**src/rtl/reparto_carga.sv**
```systemverilog
// Charge distributor: fills two 4-bit batteries one unit per cycle, always topping up the
// lower one (battery 1 on ties). Optional EXCESO_EN adds an over-capacity request flag.
module reparto_carga (
  input  logic       clk,
  input  logic       rst_n,
  input  logic       solicitud_valida,
  input  logic [4:0] carga_total,
  output logic       listo,
  output logic [3:0] carga_bateria1,
  output logic [3:0] carga_bateria2,
  output logic       ocupado,
  output logic       fin
`ifdef EXCESO_EN
  ,
  output logic       exceso
`endif
);

  // state  | meaning
  // REPOSO | idle, battery values held, request accepted
  // CARGA  | one battery incremented per edge until sum reaches objetivo
  // FIN    | one-cycle completion pulse, requests ignored
  typedef enum logic [1:0] {REPOSO, CARGA, FIN} estado_t;

  estado_t    estado, estado_sig;
  logic [4:0] objetivo;
  logic [4:0] suma;
  logic       aceptar;
  logic       completo;

  assign suma     = {1'b0, carga_bateria1} + {1'b0, carga_bateria2};
  assign completo = (suma == objetivo);
  assign aceptar  = (estado == REPOSO) && solicitud_valida;

  assign listo   = (estado == REPOSO);
  assign ocupado = (estado == CARGA);
  assign fin     = (estado == FIN);

  always_ff @(posedge clk or negedge rst_n) begin
    if (!rst_n) estado <= REPOSO;
    else        estado <= estado_sig;
  end

  always_comb begin
    estado_sig = estado;
    case (estado)
      REPOSO:  if (solicitud_valida) estado_sig = CARGA;
      CARGA:   if (completo)         estado_sig = FIN;
      FIN:                           estado_sig = REPOSO;
      default:                       estado_sig = REPOSO;
    endcase
  end

  // Capping objetivo at 30 keeps each battery at or below 15, so no wrap is possible.
  always_ff @(posedge clk or negedge rst_n) begin
    if (!rst_n) begin
      objetivo       <= 5'd0;
      carga_bateria1 <= 4'd0;
      carga_bateria2 <= 4'd0;
    end else if (aceptar) begin
      objetivo       <= (carga_total == 5'd31) ? 5'd30 : carga_total;
      carga_bateria1 <= 4'd0;
      carga_bateria2 <= 4'd0;
    end else if ((estado == CARGA) && !completo) begin
      if (carga_bateria1 <= carga_bateria2) carga_bateria1 <= carga_bateria1 + 4'd1;
      else                                  carga_bateria2 <= carga_bateria2 + 4'd1;
    end
  end

`ifdef EXCESO_EN
  always_ff @(posedge clk or negedge rst_n) begin
    if (!rst_n)       exceso <= 1'b0;
    else if (aceptar) exceso <= (carga_total == 5'd31);
  end
`endif

endmodule

```
**config.mk**
```make
export PLATFORM = sky130hd
export DESIGN_NAME = reparto_carga
export DESIGN_NICKNAME = d
export VERILOG_FILES = /design/src/rtl/reparto_carga.sv
export SDC_FILE = /design/constraint.sdc
export NUM_CORES = 1
export LEC_CHECK = 0
export ABC_AREA = 1
export ABC_CLOCK_PERIOD_IN_PS = 1800
export CAP_MARGIN = 20
export CORE_ASPECT_RATIO = 0.9
export CORE_MARGIN = 3
export CORE_UTILIZATION = 43
export CTS_CLUSTER_DIAMETER = 200
export DETAILED_ROUTE_END_ITERATION = 10
export GPL_TIMING_DRIVEN = 0
export HOLD_SLACK_MARGIN = 0.08
export PLACE_DENSITY = 0.69
export SLEW_MARGIN = 15
export SYNTH_ARGS = -nofsm -noshare
export SYNTH_HDL_FRONTEND = slang
export SYNTH_SLANG_ARGS = --single-unit
```
**constraint.sdc**
```tcl
create_clock -name clk -period 1.8 [get_ports clk]
set_input_delay 0.54 -clock clk [delete_from_list [all_inputs] [get_ports clk]]
set_output_delay 0.54 -clock clk [all_outputs]
set_load 0.005 [all_outputs]
```
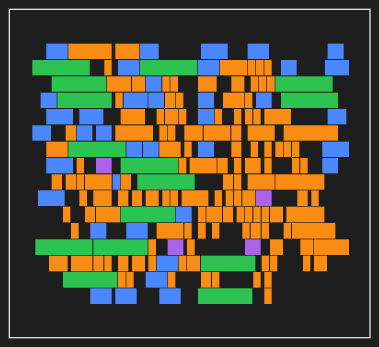
(images/placement_by_type.png)
Drawn at 6 px/um.
[green] flops | cells: 15
[purple] clock drivers and dummy loads | cells: 4
[orange] combinational and other logic | cells: 128
[blue] other buffers and delay cells | cells: 38

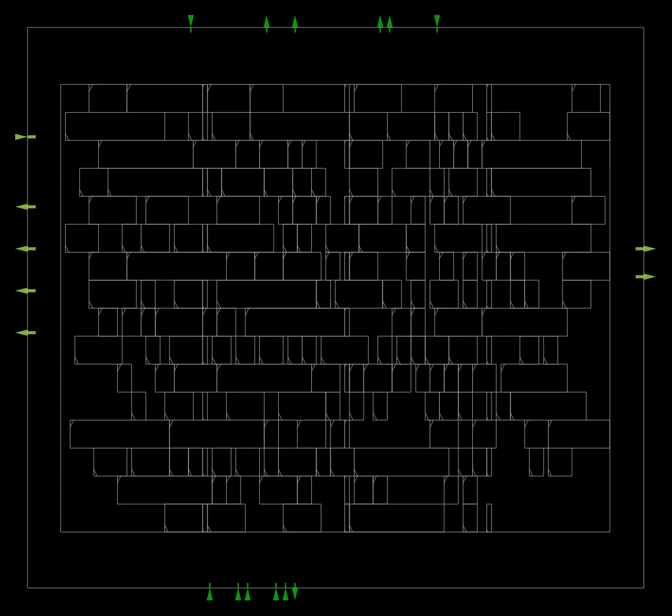
(images/placement.png)
Seq area share: 24.1%
FFs & Latches: 15
filler instances: 190

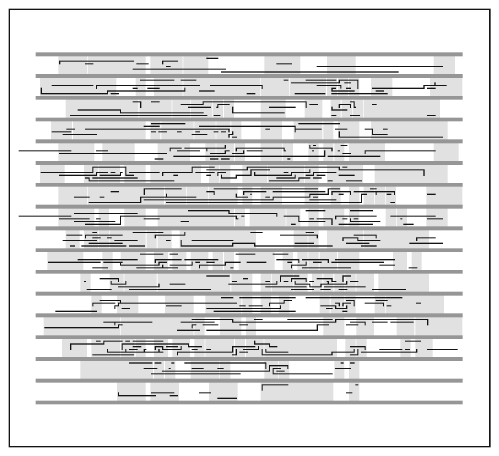
(images/layer_met1.png)
Drawn at 8 px/um. Supply wires on this layer in gray.
main direction: horizontal
wire length on this layer: 1350 um
longest straight run: 24.4 um

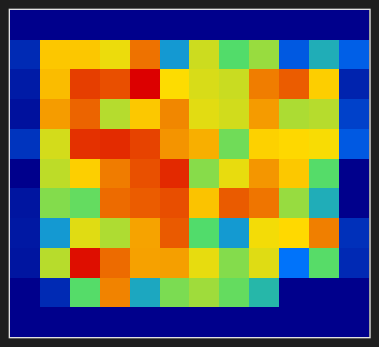
(images/cell_density.png)
Drawn at 6 px/um. 12 x 11 tiles, from dark blue (low) to red (high), 0 to 100% covered.
tiles over 75% full: 33%
mean over tiles: 48%
nearly empty tiles: 24%
fullest tile: 100%
emptiest ninth of the die: bottom right

==> results.txt <==
H-tree depth - 1
max FFs per register - 5
WHS Endpoint - objetivo[4]
area reported by Yosys stat - 1120 sq um
hold path start - objetivo[4]
Flop pwr share - 58.0%
number of global-route vias before repair - 1019
TritonCTS clock tree - yes
cells on worst reg2reg path - 10
Post-Route Utilization - 68.9%
Area Overhead vs Synth - 42.4%
Final nets - 205
RSZ-0062 raised after global routing - true
clk sinks - 15
Worst Setup End Kind - flop
max cap viols - 0
fin area - 1600 sq um
maximum VDD drop - 0.409 mV
Longest Clk Path Bufs - 2
setup TNS - -2.02 ns
top power group - sequential cells
P_seq - 337 uW
Worst-Margin Slew - 0.706 ns
Initial DRC Count - 17
# Cells Yosys - 144
yosys simple share - 35.3%
Synth flops - 15
I/O Buffers - 18
violated checks - negative setup slack
Worst slew margin - 52.8%
Tcrit/Tclk final - 113%
ao+oa area frac - 5.23%
Die Span Y - 54.5 um
Yosys top cell area share - 33.4%
initial antenna violation count - 0
setup bufs post-CTS - 13
P_comb - 26.3 uW
Clock transition at path regs - 0.10 ns
register area share after synthesis - 33.4%
clk latency late pin - 0.30 ns
Routed WL - 2810 um
Post-Layout Cell Count - 212
top post-synthesis cells by count - 40 x nand2_1, 21 x inv_1, 15 x dfrtp_1, 12 x nand3_1, 10 x ha_1
Syn Std Cell Area - 1120 sq um
share of cells above drive strength 1 - 31.4%
Final Max Tran Viols - 0
Top Registers - objetivo (5), carga_bateria1 (4), carga_bateria2 (4)
Post-synth EDFFs - 0
Top cells by area - dfrtp_1 33%, nand2_1 13%, ha_1 11%
CP Cell Sequence - ha_4 -> fa_2 -> xnor2_2 -> nand2_2 -> nor2_8 -> nand3_4 -> nand3_4 -> inv_2 -> nand3_2 -> nand2_1
outcome - finished, violations left
post_cts resized - 19
dpl ws - -0.294 ns
Hold Crit Class - reg -> reg
Core ar. - 2320 sq um
power share of the clock group - 37.5%
clk pwr - 217 uW
worst setup margin - -0.229 ns
GPL Wtd Cong - 0.778
clock skew - 0.00222 ns
root buffer cell - clkbuf_4
final setup fails - 11
crit path max-delay cell type - fa_2
Cell Type Count - 26
most numerous cell in the Yosys netlist - nand2_1
synthesis warning total - 0
Power Dens Cells - 363 nW/um^2
cell-internal power - 436 uW
r2r endpoint - carga_bateria1[3]
Post-CTS Hold Buffers - 0
Pwr Total - 580 uW
top cell family by delay on the critical path - adder cells
placed cell count - 189
## worst reg2reg max path: stages, from the launching register on
cell     delay, ns
dfrtp_2       0.46
ha_4          0.18
fa_2          0.54
xnor2_2       0.11
nand2_2       0.10
nor2_8        0.09
nand3_4       0.13
nand3_4       0.16
inv_2         0.06
nand3_2       0.05
nand2_1       0.05
## worst max path at each step
| stage | to | cells past startpoint |
|---|---|---|
| 6_report | carga_bateria1[3] | 10 |
| 5_1_grt | carga_bateria2[2] | 10 |
| 3_3_place_gp | carga_bateria1[3] | 10 |
| 2_1_floorplan | carga_bateria1[3] | 10 |
| 4_1_cts | carga_bateria2[2] | 11 |
| 3_5_place_dp | carga_bateria1[3] | 10 |
## cells in the final DEF (no fill, tap or decap), types with 5 or more instances in the layout
cell type / instances
inv_2: 5
buf_4: 16
nand3_1: 9
dfrtp_2: 8
inv_1: 20
o21ai_1: 7
dfrtp_1: 7
dlymetal6s2s_1: 5
nand2_1: 37
ha_1: 9
nand2_2: 5
nor2_1: 7
clkdlybuf4s50_1: 9
## cell type report
cell class / instances / area [sq um] / area share [%]
Sequential cell: 15 / 385 / 24.1
Buffer: 1 / 3.75 / 0.235
Inverter: 26 / 100 / 6.25
Tap cell: 27 / 33.8 / 2.11
Clock buffer: 3 / 22.5 / 1.41
Multi-Input combinational cell: 102 / 704 / 44.0
Clock inverter: 1 / 7.51 / 0.469
Timing Repair Buffer: 37 / 343 / 21.4
## metal layers
| layer | GRT usage [%] | up-vias | wire length, um |
|---|---|---|---|
| met5 | 0 | - | 0 |
| met4 | 8.49 | 0 | 70 |
| met3 | 4.72 | 8 | 76 |
| met2 | 31.7 | 15 | 1310 |
| met1 | 25.4 | 493 | 1350 |
| li1 | - | 532 | - |
No activity file was given, so power comes from the tool's default toggle rates.
